## src/rtl/io_in8_if.sv

```systemverilog
// Peripheral bus bundle for the io_in8 input port: write strobe, 2-bit address,
// 32-bit write/read data and the level interrupt.
interface io_in8_if;
  logic        WE;
  logic [1:0]  ADDR;
  logic [31:0] DATA_IN;
  logic [31:0] DATA_OUT;
  logic        IRQ;

  modport master (output WE, ADDR, DATA_IN, input DATA_OUT, IRQ);
  modport slave  (input WE, ADDR, DATA_IN, output DATA_OUT, IRQ);
endinterface

```

## src/rtl/io_in8.sv

```systemverilog
// 8-bit CPU-readable input port: 2-flop synchronizer, optional per-bit debounce
// (enabled by macro IO_IN8_DEBOUNCE_EN), edge detection into W1C flags and IRQ.
module io_in8 #(
  parameter int DEBOUNCE_CYCLES = 16,
  parameter int CNT_W           = 16
) (
  input  logic       CLK,
  input  logic       RESET,
  input  logic [7:0] IO_IN,
  io_in8_if.slave    bus
);

  if (DEBOUNCE_CYCLES < 1 || DEBOUNCE_CYCLES > 65535 || (2**CNT_W) <= DEBOUNCE_CYCLES) begin : g_param_check
    $error("io_in8: DEBOUNCE_CYCLES must be 1..65535 and fit in CNT_W bits");
  end

  logic [7:0] sync_p0;
  logic [7:0] sync_p1;
  logic [7:0] stable_p2;
  logic [7:0] stable_nxt;
  logic [7:0] flags;
  logic [7:0] rise_en;
  logic [7:0] fall_en;
  logic [7:0] rise;
  logic [7:0] fall;
  logic [7:0] set_ev;
  logic       unused_din;

  assign unused_din = ^bus.DATA_IN[31:8];

  // Stage p0/p1: two-flop synchronizer for the asynchronous pins
  always_ff @(posedge CLK or posedge RESET) begin
    if (RESET) begin
      sync_p0 <= '0;
      sync_p1 <= '0;
    end else begin
      sync_p0 <= IO_IN;
      sync_p1 <= sync_p0;
    end
  end

`ifdef IO_IN8_DEBOUNCE_EN
  localparam logic [CNT_W-1:0] CNT_LAST = CNT_W'(DEBOUNCE_CYCLES - 1);

  logic [7:0][CNT_W-1:0] cnt;
  logic [7:0][CNT_W-1:0] cnt_nxt;

  // Each bit counts consecutive disagreeing samples; any agreement restarts it.
  always_comb begin
    stable_nxt = stable_p2;
    cnt_nxt    = cnt;
    for (int i = 0; i < 8; i++) begin
      if (sync_p1[i] == stable_p2[i]) begin
        cnt_nxt[i] = '0;
      end else if (cnt[i] == CNT_LAST) begin
        stable_nxt[i] = sync_p1[i];
        cnt_nxt[i]    = '0;
      end else begin
        cnt_nxt[i] = cnt[i] + CNT_W'(1);
      end
    end
  end

  always_ff @(posedge CLK or posedge RESET) begin
    if (RESET) cnt <= '0;
    else       cnt <= cnt_nxt;
  end
`else
  assign stable_nxt = sync_p1;
`endif

  // Stage p2: debounced value; events are taken from the transition being committed
  always_ff @(posedge CLK or posedge RESET) begin
    if (RESET) stable_p2 <= '0;
    else       stable_p2 <= stable_nxt;
  end

  assign rise   = stable_nxt & ~stable_p2;
  assign fall   = ~stable_nxt & stable_p2;
  assign set_ev = (rise & rise_en) | (fall & fall_en);

  always_ff @(posedge CLK or posedge RESET) begin
    if (RESET) begin
      flags   <= '0;
      rise_en <= '0;
      fall_en <= '0;
    end else begin
      // A new event on the same edge as its clear keeps the flag set.
      if (bus.WE && bus.ADDR == 2'd1) flags <= (flags & ~bus.DATA_IN[7:0]) | set_ev;
      else                            flags <= flags | set_ev;
      if (bus.WE && bus.ADDR == 2'd2) rise_en <= bus.DATA_IN[7:0];
      if (bus.WE && bus.ADDR == 2'd3) fall_en <= bus.DATA_IN[7:0];
    end
  end

  always_comb begin
    bus.DATA_OUT = '0;
    case (bus.ADDR)
      2'd0: bus.DATA_OUT = {24'b0, stable_p2};
      2'd1: bus.DATA_OUT = {24'b0, flags};
      2'd2: bus.DATA_OUT = {24'b0, rise_en};
      2'd3: bus.DATA_OUT = {24'b0, fall_en};
      default: bus.DATA_OUT = '0;
    endcase
  end

  assign bus.IRQ = |flags;

endmodule

```

## src/flat_wrapper.sv

```systemverilog
// flat-port wrapper written by rule: the top's interface ports become plain ports
module io_in8_flat 
#(
  parameter int DEBOUNCE_CYCLES = 16,
  parameter int CNT_W           = 16
)
  (CLK, RESET, IO_IN, bus_WE, bus_ADDR, bus_DATA_IN, bus_DATA_OUT, bus_IRQ);
  io_in8_if bus_i ();
  input  logic CLK;
  input  logic RESET;
  input  logic [7:0] IO_IN;
  input wire logic [$bits(bus_i.WE)-1:0] bus_WE;
  input wire logic [$bits(bus_i.ADDR)-1:0] bus_ADDR;
  input wire logic [$bits(bus_i.DATA_IN)-1:0] bus_DATA_IN;
  output wire logic [$bits(bus_i.DATA_OUT)-1:0] bus_DATA_OUT;
  output wire logic [$bits(bus_i.IRQ)-1:0] bus_IRQ;
  assign bus_i.WE = bus_WE;
  assign bus_i.ADDR = bus_ADDR;
  assign bus_i.DATA_IN = bus_DATA_IN;
  assign bus_DATA_OUT = bus_i.DATA_OUT;
  assign bus_IRQ = bus_i.IRQ;
  io_in8 #(.DEBOUNCE_CYCLES(DEBOUNCE_CYCLES), .CNT_W(CNT_W)) u_core (.CLK(CLK), .RESET(RESET), .IO_IN(IO_IN), .bus(bus_i));
endmodule
```

## config.mk

```make
export PLATFORM = sky130hd
export DESIGN_NAME = io_in8_flat
export DESIGN_NICKNAME = d
export VERILOG_FILES = /design/src/rtl/io_in8_if.sv /design/src/rtl/io_in8.sv /design/src/flat_wrapper.sv
export SDC_FILE = /design/constraint.sdc
export NUM_CORES = 1
export LEC_CHECK = 0
export CAP_MARGIN = 5
export CORE_MARGIN = 3
export CORE_UTILIZATION = 40
export DETAILED_ROUTE_END_ITERATION = 16
export GPL_ROUTABILITY_DRIVEN = 0
export HOLD_SLACK_MARGIN = 0.03
export PLACE_DENSITY = 0.76
export SYNTH_ARGS = -nofsm -noshare
export SYNTH_HDL_FRONTEND = slang
export SYNTH_SLANG_ARGS = --single-unit
```

## constraint.sdc

```tcl
create_clock -name CLK -period 1.5 [get_ports CLK]
set_clock_uncertainty 0.1 [all_clocks]
set_input_delay 0.3 -clock CLK [delete_from_list [all_inputs] [get_ports CLK]]
set_output_delay 0.3 -clock CLK [all_outputs]
set_load 0.005 [all_outputs]
```

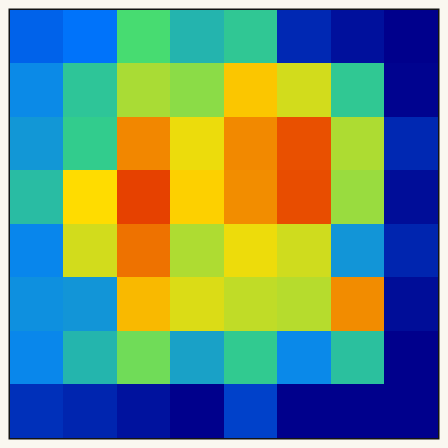
density.png
8 x 8 tiles, from dark blue (low) to red (high), 0 to 100% covered.
densest ninth of the die: middle
fullest tile: 93%
tiles over 75% full: 19%
nearly empty tiles: 11%

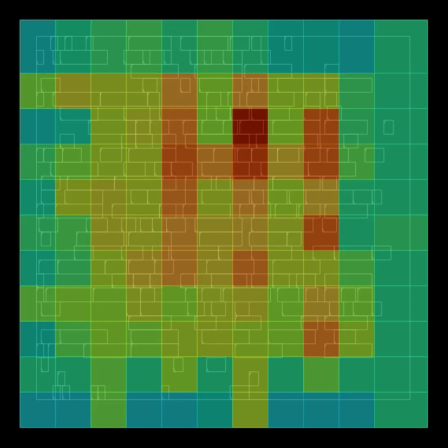
final_congestion.png
GR Util met1: 0.179
Util after Layout: 0.547
wire length per cell: 15.1 um
Total Routing Usage GR: 0.144

==> qor.yml <==
worst_hold_path:
  holdPathEnd: "u_core.stable_nxt[2]$_DFF_PP0_"
  hold_depth: 0
  hp-class: "reg2reg"
clock_tree:
  hold_buffers: 0
  clk_pin_slew_worst_paths_ns: 0.08
  cts_sinks: 48
  post_cts_resized: 57
  cts_root_buf: "clkbuf_8"
worst_setup_path:
  crit_end: "bus_DATA_OUT[5]"
  r2r-end: "u_core.flags[3]$_DFF_PP0_"
  worstPathCellList: "mux4_2 -> buf_2"
  endpoint_kind: "output port"
  cpPeakStageDelay_ns: 0.49
  ff2ff_path_depth: 4
finish:
  synthToLayoutAreaGrowth_pct: 30.6
  comb_share: 0.280
  layout-drive-gt1-share: 0.414
  ff_count: 48
  antenna_cells: 0
  final_nets: 257
  n_all_inverters: 1
  clk_share: 0.0245
  final_cell_mix: "dfrtp_1 (48), buf_4 (34), conb_1 (24), clkdlybuf4s50_1 (18), mux2_2 (16)"
sta:
  final-setup-viol-count: 9
  holdWs_ns: 0.252
  layout_setup_ws_ns: -0.264
  drv_slew: 0
die:
  coreArea_um2: 5140
  die_area_um2: 6300
  io_pins: 78
  die_height_um: 79.4
  die_w_um: 79.4
place:
  port_buffers: 29
  dp.cells: 263
route:
  dr_wl_met3_um: 256
  drt_wl_total_um: 4240
  ant_nets: 0
  top_layer_used: "met4"
  wl_met1_um: 1810
  viasPerCell: 4.73
yosys:
  top_area_frac: 0.558
global_route:
  grt_pass1_vias: 1400
  met2_usage: 0.232
  grt_start_max_net_pins: 49
outcome:
  outcome: "finished with violations"
  violations: "negative setup slack"
power_and_ir_drop:
  totalPowerFinal_mw: 2.94
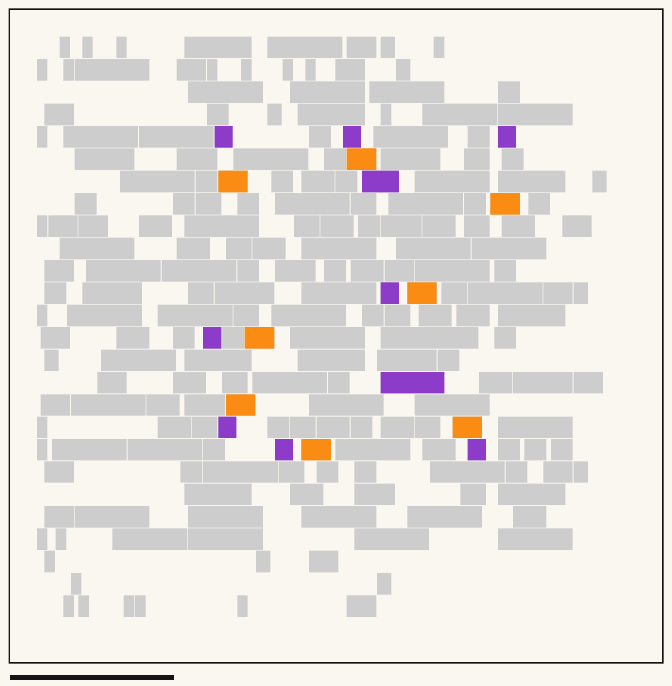
gate_families.png
The bar under the picture is 20 um long.
legend:
  purple:
    family: NOR gates
    cells: 10
    most_used: nor2b_1
  orange:
    family: AND-OR and OR-AND gates
    cells: 8
    most_used: a221o_1
    where: middle

[cell families after synthesis]
kind of cell | share of synthesized area
flops | 0.558
compound gates | 0.0372
simple gates | 0.110
mux | 0.181
buf+inv | 0.112
other cells | 0.00174
[registers in the layout (all words and copies together) (netlist names)]
| name | count |
|---|---|
| u_core.fall_en | 8 |
| u_core.flags | 8 |
| u_core.rise_en | 8 |
| u_core.stable_nxt | 8 |
| u_core.stable_p2 | 8 |
| u_core.sync_p0 | 8 |
[power groups by stage]
stage	clock network [mW]	registers (mW)	logic, mW
3_3_place_gp	0	1.55	0.633
4_1_cts	0.719	1.54	0.697
3_5_place_dp	0	1.56	0.645
6_report	0.690	1.54	0.703
2_1_floorplan	0	1.54	0.326
5_1_grt	0.768	1.56	0.759
